<file path="config.mk">
export PLATFORM = sky130hd
export DESIGN_NAME = tmds_ddr_serializer_flat
export DESIGN_NICKNAME = d
export VERILOG_FILES = /design/src/rtl/tmds_ddr_serializer_if.sv /design/src/rtl/tmds_ddr_serializer.sv /design/src/flat_wrapper.sv
export SDC_FILE = /design/constraint.sdc
export NUM_CORES = 1
export LEC_CHECK = 0
export CAP_MARGIN = 20
export CELL_PAD_IN_SITES_DETAIL_PLACEMENT = 1
export CELL_PAD_IN_SITES_GLOBAL_PLACEMENT = 2
export CORE_ASPECT_RATIO = 0.6
export CORE_UTILIZATION = 35
export CTS_CLUSTER_DIAMETER = 80
export DETAILED_ROUTE_END_ITERATION = 7
export DONT_BUFFER_PORTS = 1
export GPL_TIMING_DRIVEN = 0
export PLACE_DENSITY = 0.77
export SLEW_MARGIN = 15
export SYNTH_ARGS = -nofsm -noshare
export SYNTH_HDL_FRONTEND = slang
export SYNTH_SLANG_ARGS = --single-unit
</file>
<file path="constraint.sdc">
create_clock -name clock -period 2.8 [get_ports clock]
set_clock_uncertainty 0.2 [all_clocks]
set_input_delay 0.56 -clock clock [delete_from_list [all_inputs] [get_ports clock]]
set_output_delay 0.56 -clock clock [all_outputs]
set_load 0.005 [all_outputs]
</file>
<file path="src/rtl/tmds_ddr_serializer_if.sv">
// -----------------------------------------------------------------------------
// tmds_ddr_serializer_if
// Load handshake between a symbol source and the TMDS DDR serializer.
//   load_valid : source offers one symbol set on load_words
//   load_ready : serializer accepts the set on this rising edge
//   load_words : lane c occupies bits [c*WORD_WIDTH +: WORD_WIDTH]
// Modports: master = symbol source, slave = serializer.
// -----------------------------------------------------------------------------
interface tmds_ddr_serializer_if #(
    parameter int CHANNELS   = 4,
    parameter int WORD_WIDTH = 10
);
    logic                           load_valid;
    logic                           load_ready;
    logic [CHANNELS*WORD_WIDTH-1:0] load_words;

    modport master (
        output load_valid,
        output load_words,
        input  load_ready
    );

    modport slave (
        input  load_valid,
        input  load_words,
        output load_ready
    );
endinterface

</file>
<file path="src/rtl/tmds_ddr_serializer.sv">
// -----------------------------------------------------------------------------
// tmds_ddr_serializer
// Multi-lane TMDS parallel-to-DDR serializer running in the serial clock domain
// (WORD_WIDTH/2 clocks per symbol). A one-entry buffer decouples the load
// handshake from the symbol boundary; each lane shifts out two bits per clock.
// An idle symbol is substituted on every lane when the buffer is empty at a
// symbol boundary, and a sticky underrun flag records it.
// Ports:
//   clock          : serial-rate clock
//   areset         : asynchronous active-high reset
//   load_if        : slave side of the load handshake (valid/ready/words)
//   pair_out       : lane c on [2c+1:2c]; [2c+1] is the rising-edge bit
//   word_start     : pair_out carries the first pair of a symbol
//   underrun       : sticky idle-insertion flag
//   clear_underrun : synchronous clear of underrun (a new underrun wins)
// -----------------------------------------------------------------------------
module tmds_ddr_serializer #(
    parameter int                    CHANNELS    = 4,
    parameter int                    WORD_WIDTH  = 10,
    parameter int                    LSB_FIRST   = 1,
    parameter logic [CHANNELS-1:0]   INVERT_MASK = {CHANNELS{1'b0}},
    parameter logic [WORD_WIDTH-1:0] IDLE_WORD   = 10'b1101010100
) (
    input  logic                    clock,
    input  logic                    areset,
    tmds_ddr_serializer_if.slave    load_if,
    output logic [CHANNELS*2-1:0]   pair_out,
    output logic                    word_start,
    output logic                    underrun,
    input  logic                    clear_underrun
);

    localparam int              P          = WORD_WIDTH / 2;
    localparam int              PW         = (P > 1) ? $clog2(P) : 1;
    localparam logic [PW-1:0]   LAST_PHASE = PW'(P - 1);
    localparam logic [PW-1:0]   ZERO_PHASE = {PW{1'b0}};

    if (((WORD_WIDTH % 2) != 0) || (WORD_WIDTH < 2) || (CHANNELS < 1) || (CHANNELS > 8)) begin : g_param_check
        $error("tmds_ddr_serializer: WORD_WIDTH must be even and >= 2, CHANNELS must be 1..8");
    end

    logic [WORD_WIDTH-1:0]          sr_r [CHANNELS];
    logic [PW-1:0]                  phase_r;
    logic                           buf_valid_r;
    logic [CHANNELS*WORD_WIDTH-1:0] buf_data_r;
    logic                           underrun_r;
    logic                           started_r;

    logic                           at_boundary_s;
    logic                           load_ready_s;
    logic                           transfer_s;

    // Moves the next pair of a shift register into the output position.
    function automatic logic [WORD_WIDTH-1:0] advance(input logic [WORD_WIDTH-1:0] w);
        logic [WORD_WIDTH-1:0] r;
        if (LSB_FIRST != 0) begin
            r = w >> 2'd2;
        end else begin
            r = w << 2'd2;
        end
        return r;
    endfunction

    // Pair currently at the output end of a shift register, first bit in [1].
    function automatic logic [1:0] head_pair(input logic [WORD_WIDTH-1:0] w);
        logic [1:0] r;
        if (LSB_FIRST != 0) begin
            r = {w[0], w[1]};
        end else begin
            r = {w[WORD_WIDTH-1], w[WORD_WIDTH-2]};
        end
        return r;
    endfunction

    // Handshake decode: the buffer can take a set when empty or when it drains this edge.
    always_comb begin
        at_boundary_s = (phase_r == LAST_PHASE);
        load_ready_s  = !buf_valid_r || at_boundary_s;
        transfer_s    = load_if.load_valid && load_ready_s;
    end

    assign load_if.load_ready = load_ready_s;

    // Phase counter; reset parks it on the last slot so the first edge is a boundary.
    always_ff @(posedge clock or posedge areset) begin
        if (areset) begin
            phase_r <= LAST_PHASE;
        end else if (at_boundary_s) begin
            phase_r <= ZERO_PHASE;
        end else begin
            phase_r <= phase_r + PW'(1);
        end
    end

    // One-entry buffer: a transfer always fills it, an unrefilled boundary drains it.
    always_ff @(posedge clock or posedge areset) begin
        if (areset) begin
            buf_valid_r <= 1'b0;
            buf_data_r  <= {(CHANNELS*WORD_WIDTH){1'b0}};
        end else if (transfer_s) begin
            buf_valid_r <= 1'b1;
            buf_data_r  <= load_if.load_words;
        end else if (at_boundary_s) begin
            buf_valid_r <= 1'b0;
            buf_data_r  <= buf_data_r;
        end else begin
            buf_valid_r <= buf_valid_r;
            buf_data_r  <= buf_data_r;
        end
    end

    // Per-lane shift registers: reload at the boundary (buffer or idle), else advance.
    always_ff @(posedge clock or posedge areset) begin
        if (areset) begin
            for (int c = 0; c < CHANNELS; c++) begin
                sr_r[c] <= {WORD_WIDTH{1'b0}};
            end
        end else begin
            for (int c = 0; c < CHANNELS; c++) begin
                if (at_boundary_s) begin
                    if (buf_valid_r) begin
                        sr_r[c] <= buf_data_r[c*WORD_WIDTH +: WORD_WIDTH];
                    end else begin
                        sr_r[c] <= IDLE_WORD;
                    end
                end else begin
                    sr_r[c] <= advance(sr_r[c]);
                end
            end
        end
    end

    // Sticky underrun; a new idle insertion takes priority over the clear.
    always_ff @(posedge clock or posedge areset) begin
        if (areset) begin
            underrun_r <= 1'b0;
        end else if (at_boundary_s && !buf_valid_r) begin
            underrun_r <= 1'b1;
        end else if (clear_underrun) begin
            underrun_r <= 1'b0;
        end else begin
            underrun_r <= underrun_r;
        end
    end

    // Remembers that the shift registers hold a real symbol, gating word_start after reset.
    always_ff @(posedge clock or posedge areset) begin
        if (areset) begin
            started_r <= 1'b0;
        end else if (at_boundary_s) begin
            started_r <= 1'b1;
        end else begin
            started_r <= started_r;
        end
    end

    for (genvar c = 0; c < CHANNELS; c++) begin : g_lane
        assign pair_out[2*c +: 2] = head_pair(sr_r[c]) ^ {2{INVERT_MASK[c]}};
    end

    assign word_start = started_r && (phase_r == ZERO_PHASE);
    assign underrun   = underrun_r;

endmodule

</file>
<file path="src/flat_wrapper.sv">
// flat-port wrapper written by rule: the top's interface ports become plain ports
module tmds_ddr_serializer_flat 
#(
    parameter int                    CHANNELS    = 4,
    parameter int                    WORD_WIDTH  = 10,
    parameter int                    LSB_FIRST   = 1,
    parameter logic [CHANNELS-1:0]   INVERT_MASK = {CHANNELS{1'b0}},
    parameter logic [WORD_WIDTH-1:0] IDLE_WORD   = 10'b1101010100
)
  (clock, areset, pair_out, word_start, underrun, clear_underrun, load_if_load_valid, load_if_load_words, load_if_load_ready);
  tmds_ddr_serializer_if #(.CHANNELS(CHANNELS), .WORD_WIDTH(WORD_WIDTH)) load_if_i ();
  input  logic clock;
  input  logic areset;
  output logic [CHANNELS*2-1:0] pair_out;
  output logic word_start;
  output logic underrun;
  input  logic clear_underrun;
  input wire logic [$bits(load_if_i.load_valid)-1:0] load_if_load_valid;
  input wire logic [$bits(load_if_i.load_words)-1:0] load_if_load_words;
  output wire logic [$bits(load_if_i.load_ready)-1:0] load_if_load_ready;
  assign load_if_i.load_valid = load_if_load_valid;
  assign load_if_i.load_words = load_if_load_words;
  assign load_if_load_ready = load_if_i.load_ready;
  tmds_ddr_serializer #(.CHANNELS(CHANNELS), .WORD_WIDTH(WORD_WIDTH), .LSB_FIRST(LSB_FIRST), .INVERT_MASK(INVERT_MASK), .IDLE_WORD(IDLE_WORD)) u_core (.clock(clock), .areset(areset), .load_if(load_if_i), .pair_out(pair_out), .word_start(word_start), .underrun(underrun), .clear_underrun(clear_underrun));
endmodule
</file>
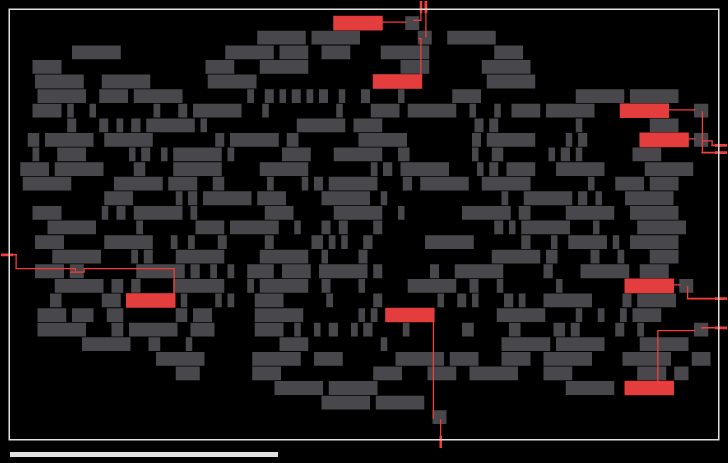
*I/O nets highlighted*
Scale bar: 50 um.
[pair_out] red | bits: 8 | direction: output | edge: 4 right, 2 top, 1 bottom, 1 left | end cells: 8 | buffers: 8 | wire: 134 um

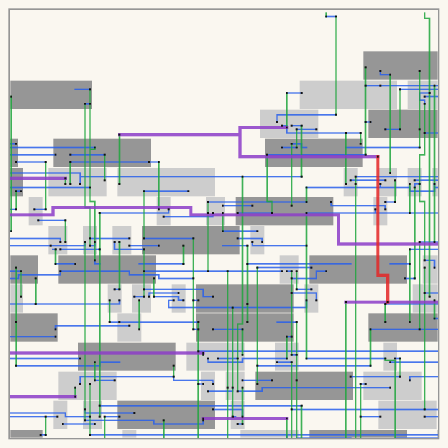
*Zoomed window*
Region (13, 40) to (53, 80) um. Cells in grey, sequential cells in the stronger grey; small squares are vias.
[M3] purple
[M1] blue
[M4] red
[M2] green
sequential cells in the window: 15
cells with their middle in the window: 49
most frequent: dfrtp_1 (15), nand2_1 (12), o21ai_0 (6)
netlist names of flops here include: u_core.sr_r (9), u_core.buf_data_r (6)

==> GITHUB_STEP_SUMMARY <==
## Synthesis and layout report

| Metric | Value |
|---|---|
| Status | `finished clean` |
| Area reported by Yosys stat | `3546 um^2` |
| Final nets | `339` |
| Final min period | `2045 ps` |
| Root buf cell | `clkbuf_16` |
| Share of layout cells above drive strength 1 | `25.34%` |
| Critical hold path startpoint | `load_if_load_valid` |
| Layout Area Growth over Synthesis | `13.51%` |
| Buffer depth of the longest clock path | `2` |
| Via density | `4.587` |
| Sequential element share of the synthesized area | `60.73%` |
| Crit end category | `output port` |
| Count of input and output buffers | `0` |
| Final TNS setup | `0 ps` |
| Chip Area | `10550 um^2` |
| Largest net degree at the start of global routing | `36` |
| Detail Placement HPWL | `5.024 mm` |
| Synth Instances | `279` |
| First-pass GRT wire length | `12.40 mm` |
| GPL Wtd Cong | `0.7381` |
| Core Box Area | `9844 um^2` |
| CTS clk-pin slew, worst paths | `60 ps` |
| Syn Nets | `325` |
| Final Max Tran Viols | `0` |
| N_diodes | `0` |
| Post-route ant nets | `0` |
| Total CTS buffers | `9` |
| Relative slew margins | `60.69%` |
| Postcts setup bufs | `0` |
| Maximum VDD drop | `306.7 uV` |
| CTS tree | `yes` |
| Drc violations | `0` |
| Worst Path Class, Setup | `register to output port` |
| Iteration tally of the first detailed-router pass | `4` |
| CTS sink cnt | `86` |
| Final Hold Fails | `0` |
| DRT iter0 DRCs | `64` |
| Lkg Pwr | `1.940 nW` |
| Top cells, area | `dfrtp_1 60%, mux2_4 17%, nand2_1 5.6%` |
| Synth cell types | `20` |
| Req. time, crit path | `2040 ps` |
| Total GRT Usage | `15.82%` |
| Post-synthesis cell area | `3546 um^2` |
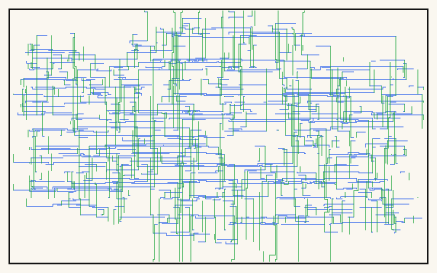
*Metal layers overlaid*
Only two layers are drawn.
[M1] blue | wire length: 3660 um
[M2] green | wire length: 3040 um

[kinds of logic (layout without fill, tap and decap cells)]
logic type / count (synthesis) / count (layout) / share of synthesized area, %
flops: 86 / 86 / 60.73
simple gates: 71 / 71 / 8.998
compound gates: 43 / 43 / 6.246
mux: 41 / 41 / 17.22
buf+inv: 36 / 53 / 6.105
fa+ha+maj: 2 / 2 / 0.7056
[power breakdown]
| part | leakage (nW) | total, W | switching (W) | internal, W |
|---|---|---|---|---|
| Sequential | 1.09 | 0.00142 | 0.0000615 | 0.00136 |
| Clock | 0.128 | 0.00106 | 0.000453 | 0.000612 |
| Combinational | 0.725 | 0.000298 | 0.000117 | 0.000181 |
| Total | 1.94 | 0.00278 | 0.000631 | 0.00215 |
[cell usage after synthesis]
cell type  count
inv_1         12
clkbuf_1       7
nand2_1       53
o21ai_0       32
buf_4          8
nor2b_1       12
and2_1         1
mux2i_1        1
o22ai_1        1
a21oi_1        9
nand2b_1       3
a21bo_2        1
ha_1           2
dfstp_2        1
dfrtp_1       85
nand2_4        1
buf_2          5
buf_8          4
and3b_1        1
mux2_4        40
[worst paths after layout]
path,end,cells after the start,slack (ps)
worst max-delay path,load_if_load_ready,3,750
worst min-delay path,u_core.buf_valid_r$_DFFE_PP0P_,1,130
worst max register to register,u_core.pair_out[2]$_DFF_PP0_,6,850
worst min register to register,u_core.sr_r[17]$_DFF_PP0_,2,250
max in group asynchronous,u_core.phase_r[2]$_DFF_PP1_,3,1270
min in group asynchronous,u_core.pair_out[1]$_DFF_PP0_,2,540
[registers in the layout, indices dropped and copies added (netlist names)]
name                cells
u_core.phase_r          3
u_core.pair_out         8
u_core.sr_r            32
u_core.buf_valid_r      1
u_core.buf_data_r      40
u_core.started_r        1
u_core.underrun         1
[cell type report]
type / count / area, um^2 / share of cell area (%)
flip-flops and latches: 86 / 2153 / 53.50
multi-input cells: 157 / 1176 / 29.22
clock buffers: 12 / 246.5 / 6.124
plain buffers: 24 / 171.4 / 4.259
well taps: 135 / 168.9 / 4.196
repair buffers: 3 / 50.05 / 1.243
inverters: 12 / 48.80 / 1.212
clock inverters: 2 / 10.01 / 0.2487
[worst max-delay path: stages (launching register included)]
cell and delay [ps]:
dfrtp_1 380, inv_1 60, ha_1 250, a21bo_2 260
[layer usage]
metal | GRT usage, % | part of all wire, % | routed length, um
met5 | 0 | 0 | 0
met4 | 4.884 | 0.86 | 62
met3 | 5.778 | 5.9 | 421
met2 | 23.02 | 42 | 3044
met1 | 21.79 | 51 | 3655
[through the flow]
| stage | worst slack, ps | cells | hold slack (ps) |
|---|---|---|---|
| 2_1_floorplan | 1047 | 279 | 225.7 |
| 3_3_place_gp | 585.1 | 414 | 231.1 |
| 3_5_place_dp | 799.9 | 416 | 240.1 |
| 4_1_cts | 732.2 | 431 | 116.7 |
| 5_1_grt | 669.7 | 431 | 116.0 |
| 6_report | 754.5 | 431 | 128.9 |
Power is estimated from default activity; no workload was simulated.
